--- config.mk ---
export PLATFORM = sky130hd
export DESIGN_NAME = fifo_sync_mc_flat
export DESIGN_NICKNAME = d
export VERILOG_FILES = /design/src/rtl/fifo_sync_mc_if.sv /design/src/rtl/fifo_sync_mc.sv /design/src/flat_wrapper.sv
export SDC_FILE = /design/constraint.sdc
export NUM_CORES = 2
export LEC_CHECK = 0
export CAP_MARGIN = 20
export CORE_ASPECT_RATIO = 1.25
export CORE_MARGIN = 2
export CORE_UTILIZATION = 45
export DETAILED_ROUTE_END_ITERATION = 7
export PLACE_DENSITY = 0.62
export SETUP_SLACK_MARGIN = 0.2
export SLEW_MARGIN = 25
export SYNTH_ARGS = -nofsm -noshare
export SYNTH_HDL_FRONTEND = slang
export SYNTH_SLANG_ARGS = --single-unit
--- constraint.sdc ---
create_clock -name clk -period 4.5 [get_ports clk]
set_input_delay 0.675 -clock clk [delete_from_list [all_inputs] [get_ports clk]]
set_output_delay 0.675 -clock clk [all_outputs]
set_load 0.02 [all_outputs]
--- src/rtl/fifo_sync_mc_if.sv ---
// Push/pop/status bundle for fifo_sync_mc; the DUT side uses the slave modport.
interface fifo_sync_mc_if #(
  parameter int W = 32,
  parameter int C = 4
);
  localparam int CW = $clog2(C);

  logic          push;
  logic [CW-1:0] push_chan;
  logic [W-1:0]  push_data;
  logic          pop;
  logic [CW-1:0] pop_chan;
  logic [W-1:0]  pop_data;
  logic          pop_data_vld_r;
  logic [CW-1:0] pop_chan_r;
  logic [C-1:0]  empty_r;
  logic [C-1:0]  full_r;
  logic [C-1:0]  almost_full_r;
  logic [C-1:0]  ovf_r;
  logic [C-1:0]  udf_r;

  modport master (
    output push, push_chan, push_data, pop, pop_chan,
    input  pop_data, pop_data_vld_r, pop_chan_r,
    input  empty_r, full_r, almost_full_r, ovf_r, udf_r
  );

  modport slave (
    input  push, push_chan, push_data, pop, pop_chan,
    output pop_data, pop_data_vld_r, pop_chan_r,
    output empty_r, full_r, almost_full_r, ovf_r, udf_r
  );
endinterface

--- src/rtl/fifo_sync_mc.sv ---
// Single-clock multi-channel FIFO: C queues of depth N share one C*N x W array.
// Define FIFO_SYNC_MC_ERR_EN to build sticky overflow/underflow flags.
module fifo_sync_mc #(
  parameter int W      = 32,
  parameter int N      = 16,
  parameter int C      = 4,
  parameter int AF_LVL = 14
) (
  input  logic          clk,
  input  logic          rst,
  fifo_sync_mc_if.slave bus
);
  localparam int AW = $clog2(N);
  localparam int CW = $clog2(C);
  localparam int PW = AW + 1;
  localparam int MW = CW + AW;

  typedef logic [PW-1:0] ptr_t;

  ptr_t wptr_q [C];
  ptr_t wptr_d [C];
  ptr_t rptr_q [C];
  ptr_t rptr_d [C];
  ptr_t cnt_q  [C];
  ptr_t cnt_d  [C];

  logic [C-1:0] empty_q, empty_d;
  logic [C-1:0] full_q,  full_d;
  logic [C-1:0] af_q,    af_d;
  logic [C-1:0] push_hit, pop_hit;

  logic [W-1:0]  mem [C*N];
  logic          push_ok, pop_ok;
  logic [MW-1:0] waddr, raddr;

  logic [W-1:0]  pop_data_q;
  logic          pop_vld_q;
  logic [CW-1:0] pop_chan_q;

  // Acceptance is judged on the registered (pre-edge) flags only.
  assign push_ok = bus.push && !full_q[bus.push_chan];
  assign pop_ok  = bus.pop  && !empty_q[bus.pop_chan];
  assign waddr   = {bus.push_chan, wptr_q[bus.push_chan][AW-1:0]};
  assign raddr   = {bus.pop_chan,  rptr_q[bus.pop_chan][AW-1:0]};

  always_comb begin
    push_hit = '0;
    pop_hit  = '0;
    for (int c = 0; c < C; c++) begin
      push_hit[c] = push_ok && (bus.push_chan == CW'(c));
      pop_hit[c]  = pop_ok  && (bus.pop_chan  == CW'(c));
    end
  end

  // NOTE: combinational next-state uses blocking '=' with every output defaulted
  // first, so no latch can be inferred; the registers below use '<=' only.
  always_comb begin
    for (int c = 0; c < C; c++) begin
      wptr_d[c] = wptr_q[c];
      rptr_d[c] = rptr_q[c];
      cnt_d[c]  = cnt_q[c];
      if (push_hit[c]) wptr_d[c] = wptr_q[c] + PW'(1);
      if (pop_hit[c])  rptr_d[c] = rptr_q[c] + PW'(1);
      if (push_hit[c] && !pop_hit[c])      cnt_d[c] = cnt_q[c] + PW'(1);
      else if (!push_hit[c] && pop_hit[c]) cnt_d[c] = cnt_q[c] - PW'(1);
      empty_d[c] = (cnt_d[c] == '0);
      full_d[c]  = (cnt_d[c] == PW'(N));
      af_d[c]    = (cnt_d[c] >= PW'(AF_LVL));
    end
  end

  always_ff @(posedge clk or posedge rst) begin
    if (rst) begin
      for (int c = 0; c < C; c++) begin
        wptr_q[c] <= '0;
        rptr_q[c] <= '0;
        cnt_q[c]  <= '0;
      end
      empty_q <= '1;
      full_q  <= '0;
      af_q    <= '0;
    end else begin
      for (int c = 0; c < C; c++) begin
        wptr_q[c] <= wptr_d[c];
        rptr_q[c] <= rptr_d[c];
        cnt_q[c]  <= cnt_d[c];
      end
      empty_q <= empty_d;
      full_q  <= full_d;
      af_q    <= af_d;
    end
  end

  // NOTE: the storage array has no reset; the flags guarantee only written
  // entries are ever read, and leaving it unreset lets it map to RAM.
  always_ff @(posedge clk) begin
    if (push_ok) mem[waddr] <= bus.push_data;
  end

  always_ff @(posedge clk or posedge rst) begin
    if (rst) begin
      pop_data_q <= '0;
      pop_vld_q  <= 1'b0;
      pop_chan_q <= '0;
    end else begin
      pop_vld_q <= pop_ok;
      if (pop_ok) begin
        pop_data_q <= mem[raddr];
        pop_chan_q <= bus.pop_chan;
      end
    end
  end

  assign bus.pop_data       = pop_data_q;
  assign bus.pop_data_vld_r = pop_vld_q;
  assign bus.pop_chan_r     = pop_chan_q;
  assign bus.empty_r        = empty_q;
  assign bus.full_r         = full_q;
  assign bus.almost_full_r  = af_q;

`ifdef FIFO_SYNC_MC_ERR_EN
  logic [C-1:0] ovf_q, udf_q;

  always_ff @(posedge clk or posedge rst) begin
    if (rst) begin
      ovf_q <= '0;
      udf_q <= '0;
    end else begin
      if (bus.push && full_q[bus.push_chan])  ovf_q[bus.push_chan] <= 1'b1;
      if (bus.pop  && empty_q[bus.pop_chan])  udf_q[bus.pop_chan]  <= 1'b1;
    end
  end

  assign bus.ovf_r = ovf_q;
  assign bus.udf_r = udf_q;
`else
  assign bus.ovf_r = '0;
  assign bus.udf_r = '0;
`endif

  // Pointer-derived full must agree with the occupancy counter.
  for (genvar g = 0; g < C; g++) begin : g_chk
    a_full_consistent: assert property (@(posedge clk) disable iff (rst)
      (((wptr_q[g][AW] != rptr_q[g][AW]) &&
        (wptr_q[g][AW-1:0] == rptr_q[g][AW-1:0])) == (cnt_q[g] == PW'(N))));
  end

  a_data_known: assert property (@(posedge clk) disable iff (rst)
    pop_vld_q |-> !$isunknown(pop_data_q));

endmodule

--- src/flat_wrapper.sv ---
// flat-port wrapper written by rule: the top's interface ports become plain ports
module fifo_sync_mc_flat 
#(
  parameter int W      = 32,
  parameter int N      = 16,
  parameter int C      = 4,
  parameter int AF_LVL = 14
)
  (clk, rst, bus_push, bus_push_chan, bus_push_data, bus_pop, bus_pop_chan, bus_pop_data, bus_pop_data_vld_r, bus_pop_chan_r, bus_empty_r, bus_full_r, bus_almost_full_r, bus_ovf_r, bus_udf_r);
  fifo_sync_mc_if #(.W(W), .C(C)) bus_i ();
  input  logic clk;
  input  logic rst;
  input wire logic [$bits(bus_i.push)-1:0] bus_push;
  input wire logic [$bits(bus_i.push_chan)-1:0] bus_push_chan;
  input wire logic [$bits(bus_i.push_data)-1:0] bus_push_data;
  input wire logic [$bits(bus_i.pop)-1:0] bus_pop;
  input wire logic [$bits(bus_i.pop_chan)-1:0] bus_pop_chan;
  output wire logic [$bits(bus_i.pop_data)-1:0] bus_pop_data;
  output wire logic [$bits(bus_i.pop_data_vld_r)-1:0] bus_pop_data_vld_r;
  output wire logic [$bits(bus_i.pop_chan_r)-1:0] bus_pop_chan_r;
  output wire logic [$bits(bus_i.empty_r)-1:0] bus_empty_r;
  output wire logic [$bits(bus_i.full_r)-1:0] bus_full_r;
  output wire logic [$bits(bus_i.almost_full_r)-1:0] bus_almost_full_r;
  output wire logic [$bits(bus_i.ovf_r)-1:0] bus_ovf_r;
  output wire logic [$bits(bus_i.udf_r)-1:0] bus_udf_r;
  assign bus_i.push = bus_push;
  assign bus_i.push_chan = bus_push_chan;
  assign bus_i.push_data = bus_push_data;
  assign bus_i.pop = bus_pop;
  assign bus_i.pop_chan = bus_pop_chan;
  assign bus_pop_data = bus_i.pop_data;
  assign bus_pop_data_vld_r = bus_i.pop_data_vld_r;
  assign bus_pop_chan_r = bus_i.pop_chan_r;
  assign bus_empty_r = bus_i.empty_r;
  assign bus_full_r = bus_i.full_r;
  assign bus_almost_full_r = bus_i.almost_full_r;
  assign bus_ovf_r = bus_i.ovf_r;
  assign bus_udf_r = bus_i.udf_r;
  fifo_sync_mc #(.W(W), .N(N), .C(C), .AF_LVL(AF_LVL)) u_core (.clk(clk), .rst(rst), .bus(bus_i));
endmodule
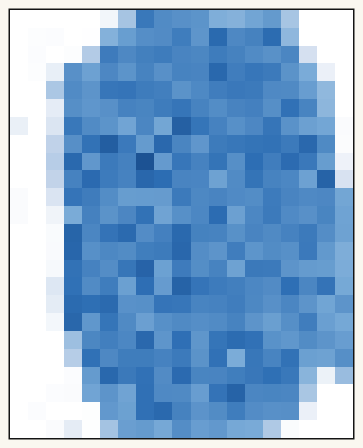
density.png
The die is cut into 19 by 24 equal tiles; white is low, dark blue is high, 0 to 100% covered.
fullest tile	86%
nearly empty tiles	18%
mean over tiles	49%
post-layout util: 51.9%
effective utilization at floorplan: 45.2%
Core ar.: 0.183 sq mm

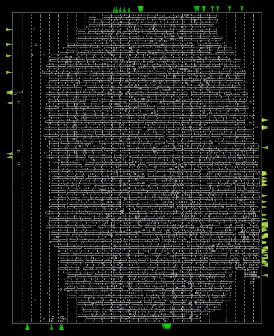
final_placement.png
sequential cell area share: 67.2%
post-route insts no fill: 7436
# Taps: 2403
# fillers: 14.5k

==> reports/metrics.csv <==
stage,metric,value,unit
synthesis,yosys warns,0,
sta,# setup viols final,0,
critical_path,crit end category,register,
job,Max-Cap Viols,0,
clock_tree,Late-Pin Clk Latency,0.86,ns
cells_and_area,layout cells sized above 1,19.1,%
routing,residual DRC count,0,
run_status,status,finished clean,
placement,I/O Buffers,86,
cells_and_area,Top reg by flops,u_core.mem,
sta,RSZ-0062 raised after global routing,no,
synthesis,Flops after synth,2147,
floorplan,I/O Pins,95,
synthesis,Synth Flop Type,edfxtp_1,
floorplan,chip area,0.188,sq mm
routing,met3 WL post-DR,16.0,mm
synthesis,Mean Syn Cell Area,18.2,sq um
global_route,vias in the first global route,44281,
critical_path,Reg-to-Reg Start,u_core.rptr_q[5]$_DFFE_PP0P_,
clock_tree,CTS clock-pin slew for the worst setup and hold paths,0.06,ns
synthesis,Top area cell types,"edfxtp_1 (74%), mux4_2 (6.8%), mux2i_1 (3.4%)",
min_path,Worst Hold Class,in2async,
clock_tree,hold_buf cts,0,
synthesis,distinct lib cells,67,
global_route,GRT Max-Usage Layer,met2,
critical_path,crit path max fanout,29,
global_route,grt met1 use,32.1,%
critical_path,R2R Setup Slk,0.74,ns
routing,detailed-route via count,44837,
clock_tree,Root Buffer,clkbuf_16,
synthesis,Mapped Cells,4563,
critical_path,RR Endpoint,u_core.bus.pop_data[29]$_DFFE_PP0P_,
sta,fmax,266,MHz
synthesis,register area share after synthesis,77.2,%
critical_path,Worst setup SP type,register,
cells_and_area,max reg flops,2048,
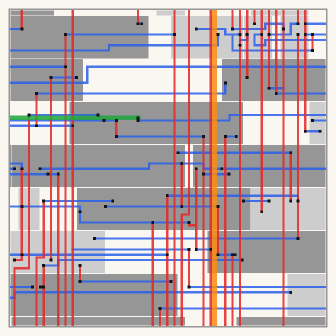
zoom.png
Window x 281 to 301, y 353 to 373 um. Cells in grey, sequential cells in the stronger grey; small squares are vias.
colour	layer
green	met3
orange	met4
red	met2
blue	met1
netlist names of flops here include	`u_core.mem` (7), `u_core.bus.pop_data` (1)
cells with their middle in the window	16
sequential cells in the window	8
most frequent	edfxtp_1 (7), nand3_1 (4), mux4_2 (2)

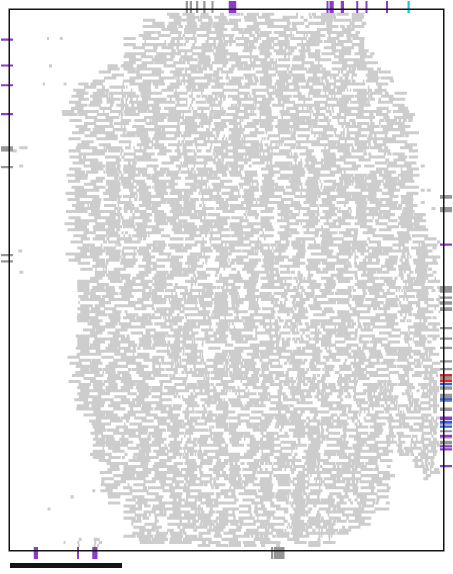
pins.png
Bar = 100 um. Pins as bars across the die edge, other pins in grey.
colour	port	pins	direction	edge
red	`bus_pop_chan`	2	input	right
cyan	`clk`	1	input	top
purple	`bus_push_data`	32	input	14 top, 7 bottom, 7 right, 4 left
blue	`bus_full_r`	4	output	right
die outline width: 388 um
Die H: 484 um

[critical path, stage by stage, from the launching register on]
cell	delay, ns
dfrtp_1	0.47
mux4_4	0.94
buf_12	0.30
buf_4	0.25
nand2_1	0.09
a21oi_1	0.07
a2111oi_0	0.64
nand4_1	0.38
o32a_1	0.43
[synth_stat cells, drive strengths merged (5+ instances only)]
| cell | count |
|---|---|
| a2111oi | 10 |
| a211oi | 76 |
| a21oi | 87 |
| a221oi | 12 |
| a22o | 10 |
| a22oi | 64 |
| a311oi | 7 |
| a31oi | 54 |
| a32o | 18 |
| a32oi | 16 |
| and2 | 21 |
| and3 | 23 |
| buf | 145 |
| clkbuf | 104 |
| dfrtp | 95 |
| edfxtp | 2048 |
| ha | 16 |
| inv | 13 |
| mux2 | 42 |
| mux2i | 278 |
| mux4 | 249 |
| nand2 | 528 |
| nand2b | 8 |
| nand3 | 87 |
| nand4 | 47 |
| nor2 | 125 |
| nor2b | 34 |
| nor3 | 30 |
| nor4 | 33 |
| o2111ai | 15 |
| o211ai | 23 |
| o221ai | 6 |
| o22ai | 112 |
| o31ai | 5 |
| o32a | 15 |
| or2 | 5 |
| or4 | 21 |
| xnor2 | 22 |
| xor2 | 19 |
[power breakdown]
group / switching [mW] / internal [mW] / total, mW / leakage (nW)
combinational: 9.06 / 6.03 / 15.1 / 8.20
sequential: 0.772 / 22.8 / 23.6 / 19.6
clock: 7.36 / 9.30 / 16.7 / 3.14
total: 17.2 / 38.2 / 55.4 / 30.9
[stage by stage]
stage	hold WS, ns	utilization [%]	power [mW]	cells	setup WS, ns
after global placement	0.468	48.4	39.0	7067	0.305
after CTS	0.0682	51.9	55.6	7433	0.785
after detailed placement	0.473	48.4	39.1	7067	0.371
after floorplan	0.449	-	33.4	4570	0.671
after global routing	0.114	51.9	57.2	7436	0.678
final	0.118	51.9	55.4	7436	0.738
[worst min-delay path by stage]
stage | endpoint | slack (ns) | cells past startpoint | from
global placement | u_core.cnt_q[9]$_DFF_PP0_ | 0.47 | 1 | u_core.cnt_q[9]$_DFF_PP0_
floorplan | u_core.wptr_q[18]$_DFFE_PP0P_ | 0.45 | 1 | u_core.wptr_q[18]$_DFFE_PP0P_
CTS | u_core.bus.full_r[3]$_DFF_PP0_ | 0.07 | 2 | rst
global route | u_core.bus.full_r[3]$_DFF_PP0_ | 0.11 | 2 | rst
finish | u_core.cnt_q[4]$_DFF_PP0_ | 0.12 | 2 | rst
detailed placement | u_core.cnt_q[4]$_DFF_PP0_ | 0.47 | 1 | u_core.cnt_q[4]$_DFF_PP0_
[logic make-up (layout without fill, tap and decap cells)]
group	after synthesis	after routing	synth area share, %
XOR/XNOR	41	41	0.433
flip-flops	2147	2147	77.2
buffers and inverters	262	722	1.44
AND-OR/OR-AND	549	549	4.68
other	1	11	0.00452
adder cells (fa/ha/maj)	16	16	0.241
multiplexers	569	569	10.7
AND/OR/NAND/NOR	978	978	5.34
[final cells by class]
cell class,instances,area [sq um],area share (%)
sequential,2147,64000,67.2
antenna,3,7.51,0.00789
clock buffer,252,5280,5.55
timing repair buffer,343,3370,3.54
inverter,13,51.3,0.0539
clock inverter,114,1140,1.20
tap,2403,3010,3.16
multi-input combinational,2161,18300,19.2
Power figures rest on the tool's default switching activity, not on a simulated workload.
